===== config.mk =====
export PLATFORM = sky130hd
export DESIGN_NAME = answer_record
export DESIGN_NICKNAME = d
export VERILOG_FILES = /design/src/rtl/answer_record.sv
export SDC_FILE = /design/constraint.sdc
export NUM_CORES = 1
export LEC_CHECK = 0
export CAP_MARGIN = 25
export CELL_PAD_IN_SITES_DETAIL_PLACEMENT = 0
export CELL_PAD_IN_SITES_GLOBAL_PLACEMENT = 1
export CORE_UTILIZATION = 42
export DETAILED_ROUTE_END_ITERATION = 16
export PLACE_DENSITY_LB_ADDON = 0.1
export SYNTH_ARGS = -nofsm -noshare
export SYNTH_HDL_FRONTEND = slang
export SYNTH_SLANG_ARGS = --single-unit

===== constraint.sdc =====
create_clock -name clk_count -period 6.67 [get_ports clk_count]
set_input_delay 1.0005 -clock clk_count [delete_from_list [all_inputs] [get_ports clk_count]]
set_output_delay 1.0005 -clock clk_count [all_outputs]
set_load 0.1 [all_outputs]

===== src/rtl/answer_record.sv =====
// Answer-phase controller: takes the detector's latched winner, times the answer window,
// applies host judgement to four saturating scores, then releases the detector latch.
module answer_record #(
   parameter  int unsigned ANSWER_TIME = 10,
   parameter  int unsigned SCORE_W     = 4,
   localparam int unsigned TW          = $clog2(ANSWER_TIME + 1)
) (
   input  logic               clk_count,
   input  logic               rst,
   input  logic               en_s0,
   input  logic               en_s1,
   input  logic               en_s2,
   input  logic               en_s3,
   input  logic               tick,
   input  logic               ok,
   input  logic               ng,
   input  logic               clr_score,
   output logic               count,
   output logic               zd_r,
   output logic [1:0]         winner,
   output logic               winner_vld,
   output logic [TW-1:0]      timer,
   output logic [SCORE_W-1:0] score0,
   output logic [SCORE_W-1:0] score1,
   output logic [SCORE_W-1:0] score2,
   output logic [SCORE_W-1:0] score3,
   output logic               timeout,
   output logic               err
);

   typedef enum logic [1:0] {
      IDLE   = 2'd0,
      ANSWER = 2'd1,
      CLEAR  = 2'd2
   } state_t;

   state_t               state_q, state_d;
   logic                 count_q, count_d;
   logic                 zd_r_q, zd_r_d;
   logic [1:0]           winner_q, winner_d;
   logic                 winner_vld_q, winner_vld_d;
   logic [TW-1:0]        timer_q, timer_d;
   logic                 timeout_q, timeout_d;
   logic                 err_q, err_d;
   logic [SCORE_W-1:0]   score_q [4];
   logic [SCORE_W-1:0]   score_d [4];

   logic [3:0]           en;
   logic                 one_hot;
   logic                 multi;
   logic [1:0]           en_idx;
   logic                 ok_only;
   logic                 ng_only;
   logic                 expire;

   assign en = {en_s3, en_s2, en_s1, en_s0};

   always_comb begin
      one_hot = 1'b0;
      multi   = 1'b0;
      en_idx  = 2'd0;
      case (en)
         4'b0000: ;
         4'b0001: begin one_hot = 1'b1; en_idx = 2'd0; end
         4'b0010: begin one_hot = 1'b1; en_idx = 2'd1; end
         4'b0100: begin one_hot = 1'b1; en_idx = 2'd2; end
         4'b1000: begin one_hot = 1'b1; en_idx = 2'd3; end
         default: multi = 1'b1;
      endcase
   end

   // ok together with ng cancels both, and any judgement masks a same-cycle tick
   assign ok_only = ok & ~ng;
   assign ng_only = ng & ~ok;
   assign expire  = ~ok & ~ng & tick & (timer_q == TW'(1));

   always_ff @(posedge clk_count) begin
      if (rst) begin
         state_q      <= IDLE;
         count_q      <= 1'b0;
         zd_r_q       <= 1'b0;
         winner_q     <= 2'd0;
         winner_vld_q <= 1'b0;
         timer_q      <= '0;
         timeout_q    <= 1'b0;
         err_q        <= 1'b0;
         for (int unsigned i = 0; i < 4; i++) score_q[i] <= '0;
      end else begin
         state_q      <= state_d;
         count_q      <= count_d;
         zd_r_q       <= zd_r_d;
         winner_q     <= winner_d;
         winner_vld_q <= winner_vld_d;
         timer_q      <= timer_d;
         timeout_q    <= timeout_d;
         err_q        <= err_d;
         for (int unsigned i = 0; i < 4; i++) score_q[i] <= score_d[i];
      end
   end

   always_comb begin
      state_d = state_q;
      case (state_q)
         IDLE: begin
            if (one_hot)    state_d = ANSWER;
            else if (multi) state_d = CLEAR;
         end
         ANSWER: begin
            if (ok_only || ng_only || expire) state_d = CLEAR;
         end
         CLEAR: begin
            if (en == 4'b0000) state_d = IDLE;
         end
         default: state_d = IDLE;
      endcase
   end

   always_comb begin
      count_d      = count_q;
      zd_r_d       = zd_r_q;
      winner_d     = winner_q;
      winner_vld_d = winner_vld_q;
      timer_d      = timer_q;
      timeout_d    = 1'b0;
      err_d        = 1'b0;
      for (int unsigned i = 0; i < 4; i++) score_d[i] = score_q[i];

      case (state_q)
         IDLE: begin
            if (one_hot) begin
               winner_d     = en_idx;
               winner_vld_d = 1'b1;
               count_d      = 1'b1;
               timer_d      = TW'(ANSWER_TIME);
            end else if (multi) begin
               err_d   = 1'b1;
               count_d = 1'b1;
               zd_r_d  = 1'b1;
            end
         end
         ANSWER: begin
            if (ok_only) begin
               if (score_q[winner_q] != '1)
                  score_d[winner_q] = score_q[winner_q] + SCORE_W'(1);
               zd_r_d = 1'b1;
            end else if (ng_only || expire) begin
               if (score_q[winner_q] != '0)
                  score_d[winner_q] = score_q[winner_q] - SCORE_W'(1);
               zd_r_d = 1'b1;
               if (expire) begin
                  timer_d   = '0;
                  timeout_d = 1'b1;
               end
            end else if (!ok && !ng && tick && timer_q > TW'(1)) begin
               timer_d = timer_q - TW'(1);
            end
         end
         CLEAR: begin
            if (en == 4'b0000) begin
               zd_r_d       = 1'b0;
               count_d      = 1'b0;
               winner_vld_d = 1'b0;
               timer_d      = '0;
            end
         end
         default: ;
      endcase

      if (clr_score) begin
         for (int unsigned i = 0; i < 4; i++) score_d[i] = '0;
      end
   end

   assign count      = count_q;
   assign zd_r       = zd_r_q;
   assign winner     = winner_q;
   assign winner_vld = winner_vld_q;
   assign timer      = timer_q;
   assign timeout    = timeout_q;
   assign err        = err_q;
   assign score0     = score_q[0];
   assign score1     = score_q[1];
   assign score2     = score_q[2];
   assign score3     = score_q[3];

endmodule


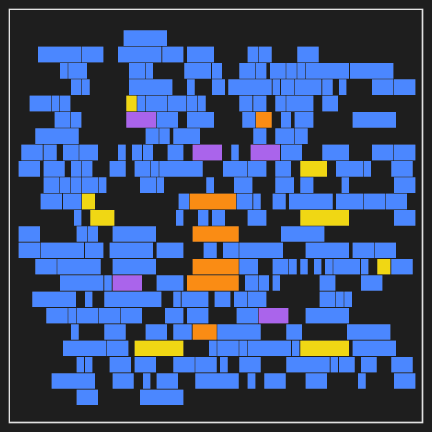
sizes.png
Drawn at 6 px/µm.
| colour | size | cells | share |
|---|---|---|---|
| yellow | _2 cells | 8 | 3.4% |
| blue | _0 and _1 cells | 215 | 92% |
| orange | _3 and _4 cells | 6 | 2.6% |
| purple | _6 and larger | 5 | 2.1% |

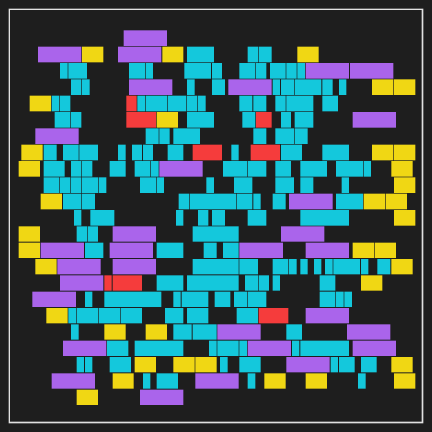
placement_by_type.png
Drawn at 6 px/µm.
| colour | class | cells | share of their area |
|---|---|---|---|
| cyan | combinational and other logic | 159 | 53% |
| purple | flops | 31 | 27% |
| yellow | other buffers and delay cells | 36 | 16% |
| red | clock drivers and dummy loads | 8 | 3.7% |
Layout Utilization: 0.563
Post-Layout Inst Area: 2330 µm²
Rows: 23
Seq/total area: 0.266

==> ci_impl_report.md <==
## PnR job results

| Metric | Value |
|---|---|
| Comb pwr | `0.262 mW` |
| Top Consumer | `combinational logic` |
| Reg-to-Reg End | `score_q[0][3]` |
| Fmax | `296 MHz` |
| Syn Area/Cell | `9.37 µm²` |
| Switching part of the total | `0.432` |
| Met3 WL | `242 µm` |
| Sum of buffers and inverters on the critical path | `2` |
| WS Path Type | `in2reg` |
| Yosys cell types | `46` |
| WHS Endpoint | `zd_r` |
| Layout Cells excl Fill | `284` |
| Yosys warning count | `0` |
| # diodes | `0` |
| Mux frac, synth | `0.109` |
| # H-tree levels | `2` |
| Top sig layer | `met4` |
| Routed Antenna Nets | `0` |
| Synth area leader | `dfxtp_1` |
| Aoi share | `0.193` |
| Late-Pin Clk Latency | `0.28 ns` |
| Slowest cell on crit path | `a211oi_1` |
| Tcrit/Tclk final | `0.507` |
| Final Setup Violations | `0` |
| DIE HEIGHT | `68.6 µm` |
| Post-synthesis simple-gate area fraction | `0.203` |
| Cell area leaders | `dfxtp_1 33%, ha_1 8.7%, mux2i_1 5.9%` |
| Post-synth EDFFs | `0` |
| Grt ovf | `0` |
| Clk pwr share | `0.233` |
| Synth logic family | `simple AND/OR/NAND/NOR gates` |
| Outcome | `finished clean` |
| Initial DRC count | `75` |
| Comb_multi_in | `144` |
| Inverters, non-clock | `15` |
| Worst Setup End Kind | `register` |
| CP top delay family | `AND-OR/OR-AND gates` |
| First-pass GRT wire length | `7100 µm` |
| Worst hold path depth | `2` |
| Post-CTS resize count | `0` |
| Gr busiest metal | `met2` |
| Tally of OpenROAD warnings | `35` |
| Worst IR drop on VDD | `0.000150 V` |
| Yosys top cell by instances | `dfxtp_1` |
| Grt met2 use | `0.324` |
| Setup TNS | `0 ns` |
| Yosys cell count | `199` |
| Synth cell count leaders | `31 x dfxtp_1, 21 x nor2_1, 15 x inv_1, 13 x ha_1` |
| Reg power frac | `0.348` |
-- per-stage QoR --
step	hold slack, ns	utilization
after floorplan	0.523	-
after global placement	0.489	0.543
after detailed placement	0.496	0.543
after CTS	0.505	0.563
after global routing	0.528	0.563
final	0.498	0.563
-- placed cells by master, fill, tap and decap left out, types with 5 or more instances in the layout --
master / netlist / layout
a21oi_1: 11 / 11
dfxtp_1: 31 / 31
nand2_1: 7 / 7
a211oi_1: 7 / 7
mux2i_1: 11 / 11
nor2_1: 21 / 21
clkdlybuf4s50_1: 0 / 36
inv_1: 15 / 15
ha_1: 13 / 13
clkbuf_8: 0 / 5
o31ai_1: 5 / 5
Power figures rest on the tool's default switching activity, not on a simulated workload.
